File: config.mk
export PLATFORM = sky130hd
export DESIGN_NAME = result_bcd_converter
export DESIGN_NICKNAME = d
export VERILOG_FILES = /design/src/rtl/result_bcd_converter.sv
export SDC_FILE = /design/constraint.sdc
export NUM_CORES = 1
export LEC_CHECK = 0
export CAP_MARGIN = 20
export CELL_PAD_IN_SITES_DETAIL_PLACEMENT = 1
export CELL_PAD_IN_SITES_GLOBAL_PLACEMENT = 1
export CORE_ASPECT_RATIO = 1.4
export CORE_MARGIN = 2
export CORE_UTILIZATION = 40
export DETAILED_ROUTE_END_ITERATION = 10
export GPL_TIMING_DRIVEN = 0
export PLACE_DENSITY_LB_ADDON = 0.12
export SLEW_MARGIN = 20
export SYNTH_ARGS = -nofsm -noshare
export SYNTH_HDL_FRONTEND = slang
export SYNTH_SLANG_ARGS = --single-unit
File: constraint.sdc
create_clock -name clk -period 4.9 [get_ports clk]
set_input_delay 0.98 -clock clk [delete_from_list [all_inputs] [get_ports clk]]
set_output_delay 0.98 -clock clk [all_outputs]
set_load 0.02 [all_outputs]
File: src/rtl/result_bcd_converter.sv
// Signed 8-bit to sign + 3-digit BCD converter using an 8-step sequential double-dabble.
// Optional 7-segment decode outputs are enabled by defining SEG7_OUT_EN.
module result_bcd_converter (
  input  logic       clk,
  input  logic       rst,
  input  logic       start,
  input  logic [7:0] sum_in,
  output logic       busy,
  output logic       done,
  output logic       neg,
  output logic [3:0] bcd_hund,
  output logic [3:0] bcd_tens,
  output logic [3:0] bcd_ones
`ifdef SEG7_OUT_EN
  ,
  output logic [6:0] seg_hund,
  output logic [6:0] seg_tens,
  output logic [6:0] seg_ones,
  output logic [6:0] seg_sign
`endif
);

  typedef enum logic [0:0] {StIdle, StShift} state_e;

  state_e      state_q, state_d;
  logic [3:0]  cnt_q, cnt_d;
  logic [7:0]  mag_q, mag_d;
  logic [11:0] scr_q, scr_d;
  logic        sign_q, sign_d;
  logic        busy_q, busy_d;
  logic        done_q, done_d;
  logic        neg_q, neg_d;
  logic [11:0] bcd_q, bcd_d;

  logic [11:0] scr_adj;
  logic [11:0] scr_next;
  logic [7:0]  mag_next;

  function automatic logic [3:0] dabble_adj(input logic [3:0] d);
    return (d >= 4'd5) ? d + 4'd3 : d;
  endfunction

  // One double-dabble step: correct each digit, then shift {digits, magnitude} left.
  always_comb begin
    scr_adj  = {dabble_adj(scr_q[11:8]), dabble_adj(scr_q[7:4]), dabble_adj(scr_q[3:0])};
    scr_next = {scr_adj[10:0], mag_q[7]};
    mag_next = {mag_q[6:0], 1'b0};
  end

  always_comb begin
    state_d = state_q;
    cnt_d   = cnt_q;
    mag_d   = mag_q;
    scr_d   = scr_q;
    sign_d  = sign_q;
    busy_d  = busy_q;
    done_d  = 1'b0;
    neg_d   = neg_q;
    bcd_d   = bcd_q;
    unique case (state_q)
      StIdle: begin
        if (start) begin
          sign_d  = sum_in[7];
          // 0x80 negates to 0x80, which read unsigned is the required 128.
          mag_d   = sum_in[7] ? (~sum_in + 8'd1) : sum_in;
          scr_d   = '0;
          cnt_d   = '0;
          busy_d  = 1'b1;
          state_d = StShift;
        end
      end
      StShift: begin
        scr_d = scr_next;
        mag_d = mag_next;
        cnt_d = cnt_q + 4'd1;
        if (cnt_q == 4'd7) begin
          bcd_d   = scr_next;
          neg_d   = sign_q & (|scr_next);
          done_d  = 1'b1;
          busy_d  = 1'b0;
          cnt_d   = '0;
          state_d = StIdle;
        end
      end
    endcase
  end

  always_ff @(posedge clk or negedge rst) begin
    if (!rst) begin
      state_q <= StIdle;
      cnt_q   <= '0;
      mag_q   <= '0;
      scr_q   <= '0;
      sign_q  <= 1'b0;
      busy_q  <= 1'b0;
      done_q  <= 1'b0;
      neg_q   <= 1'b0;
      bcd_q   <= '0;
    end else begin
      state_q <= state_d;
      cnt_q   <= cnt_d;
      mag_q   <= mag_d;
      scr_q   <= scr_d;
      sign_q  <= sign_d;
      busy_q  <= busy_d;
      done_q  <= done_d;
      neg_q   <= neg_d;
      bcd_q   <= bcd_d;
    end
  end

  assign busy     = busy_q;
  assign done     = done_q;
  assign neg      = neg_q;
  assign bcd_hund = bcd_q[11:8];
  assign bcd_tens = bcd_q[7:4];
  assign bcd_ones = bcd_q[3:0];

`ifdef SEG7_OUT_EN
  // Segment order gfedcba, active-high.
  function automatic logic [6:0] seg_decode(input logic [3:0] d);
    logic [6:0] s;
    s = 7'b0000000;
    case (d)
      4'd0: s = 7'b0111111;
      4'd1: s = 7'b0000110;
      4'd2: s = 7'b1011011;
      4'd3: s = 7'b1001111;
      4'd4: s = 7'b1100110;
      4'd5: s = 7'b1101101;
      4'd6: s = 7'b1111101;
      4'd7: s = 7'b0000111;
      4'd8: s = 7'b1111111;
      4'd9: s = 7'b1101111;
      default: s = 7'b0000000;
    endcase
    return s;
  endfunction

  // Gated by rst so the display stays dark while reset is held.
  always_comb begin
    seg_hund = 7'b0000000;
    seg_tens = 7'b0000000;
    seg_ones = 7'b0000000;
    seg_sign = 7'b0000000;
    if (rst) begin
      seg_hund = (bcd_q[11:8] == 4'd0) ? 7'b0000000 : seg_decode(bcd_q[11:8]);
      seg_tens = seg_decode(bcd_q[7:4]);
      seg_ones = seg_decode(bcd_q[3:0]);
      seg_sign = neg_q ? 7'b1000000 : 7'b0000000;
    end
  end
`endif

endmodule

==> flow_summary.ini <==
; yosys + openroad results
[status]
status = complete, no violations

[detailed_routing]
via_per_inst = 5.138
route.vias.total = 1680
antenna_left = 0
wl_per_cell_um = 14.33
drt-pass1-iter-count = 2
totalWireLength_mm = 4.686
drc = 0
drt_iter0_markers = 36

[sta]
setup_viol = 0
slew_headroom = 0.6710
fin_setup_tns_ns = 0
rsz0062_at_grt = no
hold_viol_final = 0
period_needed_ns = 2.448
finalCritPeriodShare = 0.4996
finalMaxSlewViolations = 0
tightest_slew_ns = 0.4935
fmaxAchievable_mhz = 408.5

[run]
max_cap_viol_count = 0
warnings = 29

[final_layout]
finalCoreUtilization = 0.4912
drive_above_1_share = 0.06130
n_fill_cell = 615
nets = 280
antenna_cells = 0

[yosys]
yosys_area_um2 = 2101
synth_top_area_share = 0.4884
yosysCellCount = 230
syn_area_per_cell_um2 = 9.134
synth-edff-count = 0
syn-num-nets = 249
synthesis.area_um2 = 2101
synth_cell_types = 32
synth-async-reset-ratio = 1.000
synth_flops = 41
synth.most_common_cell = nand2_1
ys_warn_count = 0
largest_area_cell = dfrtp_1
flop_cell = dfrtp_1
top_cells_by_area = dfrtp_1 49%, nand2_1 10%, mux2i_1 5.7%
ys_seq_frac = 0.4884
syn_inst = 230
synthTopCellsByCount = 57 x nand2_1, 41 x dfrtp_1, 18 x o21ai_0

[power_and_ir_drop]
intPower_uw = 944.3
switching_share = 0.4164
power.density_nw_per_um2 = 643.4
p_leak_nw = 1.185
p_seq_frac = 0.366
ir_drop_uv = 251.6
p_sw_uw = 673.7
combPwrFrac = 0.496

[clocking]
ctsHoldBuffers = 0
clk_pin_slew_ns = 0.07
clock-sinks = 41
cts_tree = built
root_buffer = clkbuf_8
cts_buffers = 5
clock_path_buffers = 2
cts_setup_buffers = 0
cts-resized-gates = 0
htreeDepth = 2

[critical_path]
crit_family = buffers and inverters
r2r_end = neg
cp.arrival_ns = 2.67
r2r_slack_ns = 2.97
r2r_start = scr_q[4]
worst-path-max-fanout = 4
crit_path_max_incr_delay_ns = 0.47
crit_path_end = mag_q[6]
crit_buf_inv = 2
cp.depth = 8
start_kind = input pin
cp-end-kind = flip-flop
path_class = in2reg
cp.required_ns = 5.12
reg2reg_depth = 6
cp_cell_sequence = clkdlybuf4s50_1, inv_1, ha_1, or3b_1, o31ai_2, xnor2_1, mux2i_1, o21ai_1
crit_path_start = sum_in[0]
slowest_stage = clkdlybuf4s50_1

[die]
die_area_um2 = 5856
ios = 26
die_h_um = 89.75
placement_rows = 31
core_um2 = 5120
initCoreUtil = 0.4103
die_x_um = 65.25

[grt]
grt_pass1_vias = 1764
grtUsageMet1 = 0.2071
grt.overflow.total = 0
grt_max_degree = 31
grt_util_met3 = 0.03880
grt_pass1_wl_mm = 8.376
use_met2 = 0.3265
grt_busiest_layer = met2
track_usage = 0.1806
antenna_found_initial = 0

[placed_design]
io_buffers = 23
gp_congestion = 0.7705
dpl.hpwl_mm = 3.590
dp.cells = 320

[hold_path]
hold_class = reg2reg
-- layout by cell type (no fill, tap or decap), types with 2 or more instances in the layout --
cell	instances
buf_1	2
clkbuf_1	6
o21ai_0	18
clkdlybuf4s50_1	22
clkbuf_8	6
ha_1	8
xnor2_1	7
a21oi_1	12
nor3_1	3
o31ai_1	5
mux2i_1	12
xor2_1	2
o21ai_1	2
nand2b_1	13
inv_1	12
nand2_1	57
nor2_1	10
dfrtp_1	41
buf_2	5
nor3b_1	3
-- stage by stage --
stage / hold WS (ns) / area [um^2] / power (mW) / setup slack, ns
after floorplan: 0.4523 / 2101 / 1.129 / 2.784
after detailed placement: 0.4643 / 2429 / 1.423 / 2.132
after CTS: 0.4820 / 2515 / 1.649 / 2.435
after global placement: 0.4577 / 2414 / 1.386 / 1.697
after global routing: 0.5019 / 2515 / 1.776 / 2.306
final: 0.4732 / 2515 / 1.618 / 2.452
-- worst reg2reg max path: cells and delay by family, from the launching register on --
kind,cells,cell delay (ns)
simple gates,2,0.56
flops,1,0.44
compound gates,2,0.39
fa+ha+maj,1,0.22
mux,1,0.18
-- flip-flops by register name, summed over array words and instances, names as in the netlist --
signal,count
cnt_q,4
mag_q,8
busy,1
scr_q,12
neg,1
bcd_q,12
sign_q,1
state_q,1
done,1
-- per-layer routing --
metal / wire length [um] / part of all wire
met5: 0 / 0
met4: 70 / 0.015
met3: 135 / 0.029
met2: 2590 / 0.55
met1: 1890 / 0.40
-- worst min path at each step --
stage,endpoint,slack [ns],from,depth (start not counted)
after CTS,bcd_q[1],0.48,bcd_q[1],2
after global routing,bcd_q[10],0.50,bcd_q[10],2
final,bcd_q[1],0.47,bcd_q[1],2
after global placement,bcd_q[1],0.46,bcd_q[1],2
after floorplan,mag_q[1],0.45,mag_q[0],2
after detailed placement,bcd_q[1],0.46,bcd_q[1],2
-- cell type report --
type | instances | area, um^2 | area share
sequential | 41 | 1026 | 0.4080
multi-input combinational | 166 | 983.4 | 0.3910
timing repair buffer | 24 | 245.2 | 0.09751
clock buffer | 7 | 86.33 | 0.03433
tap | 66 | 82.58 | 0.03284
buffer | 11 | 46.29 | 0.01841
inverter | 12 | 45.04 | 0.01791
-- cells by family (layout without fill, tap and decap cells) --
logic type	count (synthesis)	in the layout	synth area share
buffers and inverters	23	54	0.04348
AOI/OAI and AO/OA	43	43	0.1191
and+or+nand+nor	93	93	0.2013
DFF	41	41	0.4884
muxes	13	13	0.06254
adders and majority gates	8	8	0.04765
xor gates and xnor gates	9	9	0.03752
-- power groups by stage --
stage | clock, mW | sequential (mW) | combinational [mW]
5_1_grt | 0.246 | 0.613 | 0.917
3_5_place_dp | 0 | 0.600 | 0.823
6_report | 0.223 | 0.592 | 0.803
4_1_cts | 0.231 | 0.594 | 0.824
3_3_place_gp | 0 | 0.593 | 0.792
2_1_floorplan | 0 | 0.640 | 0.489
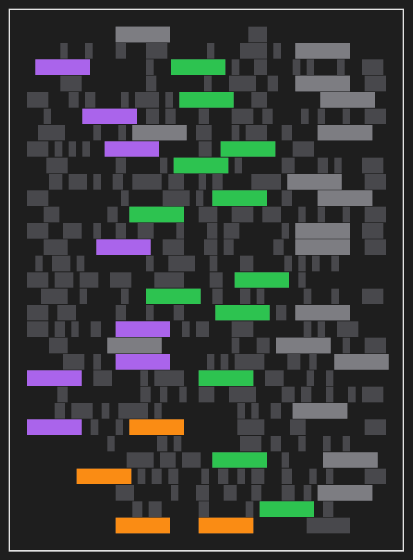
(register map, names as in the netlist)
colour	name in the netlist	flops
orange	cnt_q	4
purple	mag_q	8
green	scr_q	12
not coloured	17

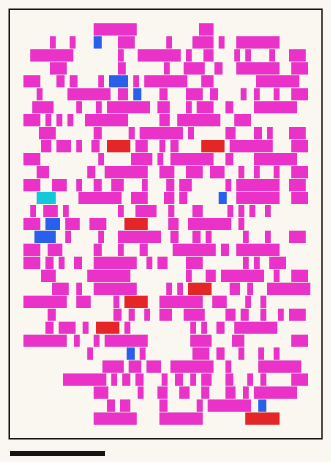
(cell sizes after repair)
Scale bar: 20 um.
colour	size	cells
cyan	drive 3 to 4	1
magenta	drive 1 or less	245
red	drive 6 and up	7
blue	drive 2	8
Layout area overhead: 19.71%
Worst Slack Setup Final: 2.452 ns

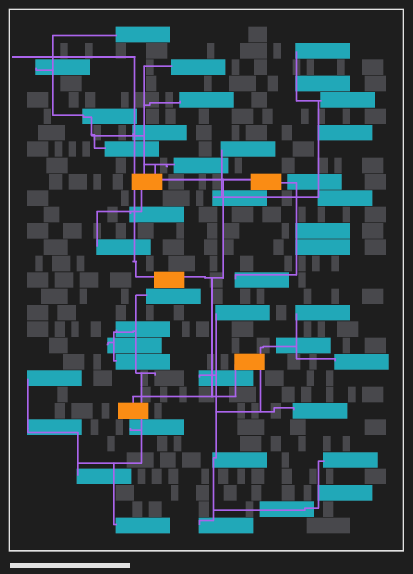
(clock wires, drivers and flops)
Scale bar: 20 um.
[purple] clock wires | length: 545 um
[orange] cells driving clock nets | count: 5
[cyan] flip-flops | count: 41
routed clock nets	6
clk ins delay skew pair: 0.29 ns
clock skew: 0.005995 ns
clock power share: 0.138

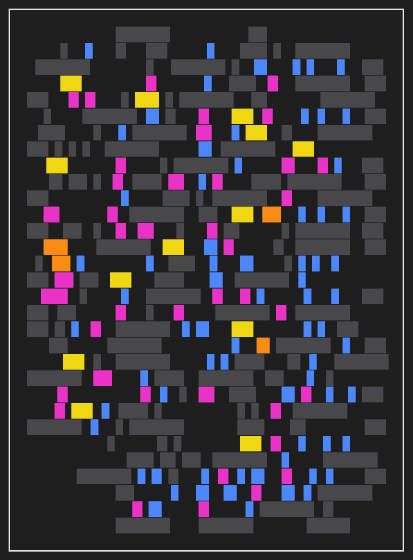
(gate families picked out)
colour	family	cells
magenta	inverting AOI/OAI gates	41
blue	NAND gates	71
yellow	multiplexers	13
orange	AND and OR gates	4
most numerous logic cell after layout: nand2_1
Finished Layout Cells: 327
Comb/total area: 0.3910

Power and IR drop assume default switching activity.
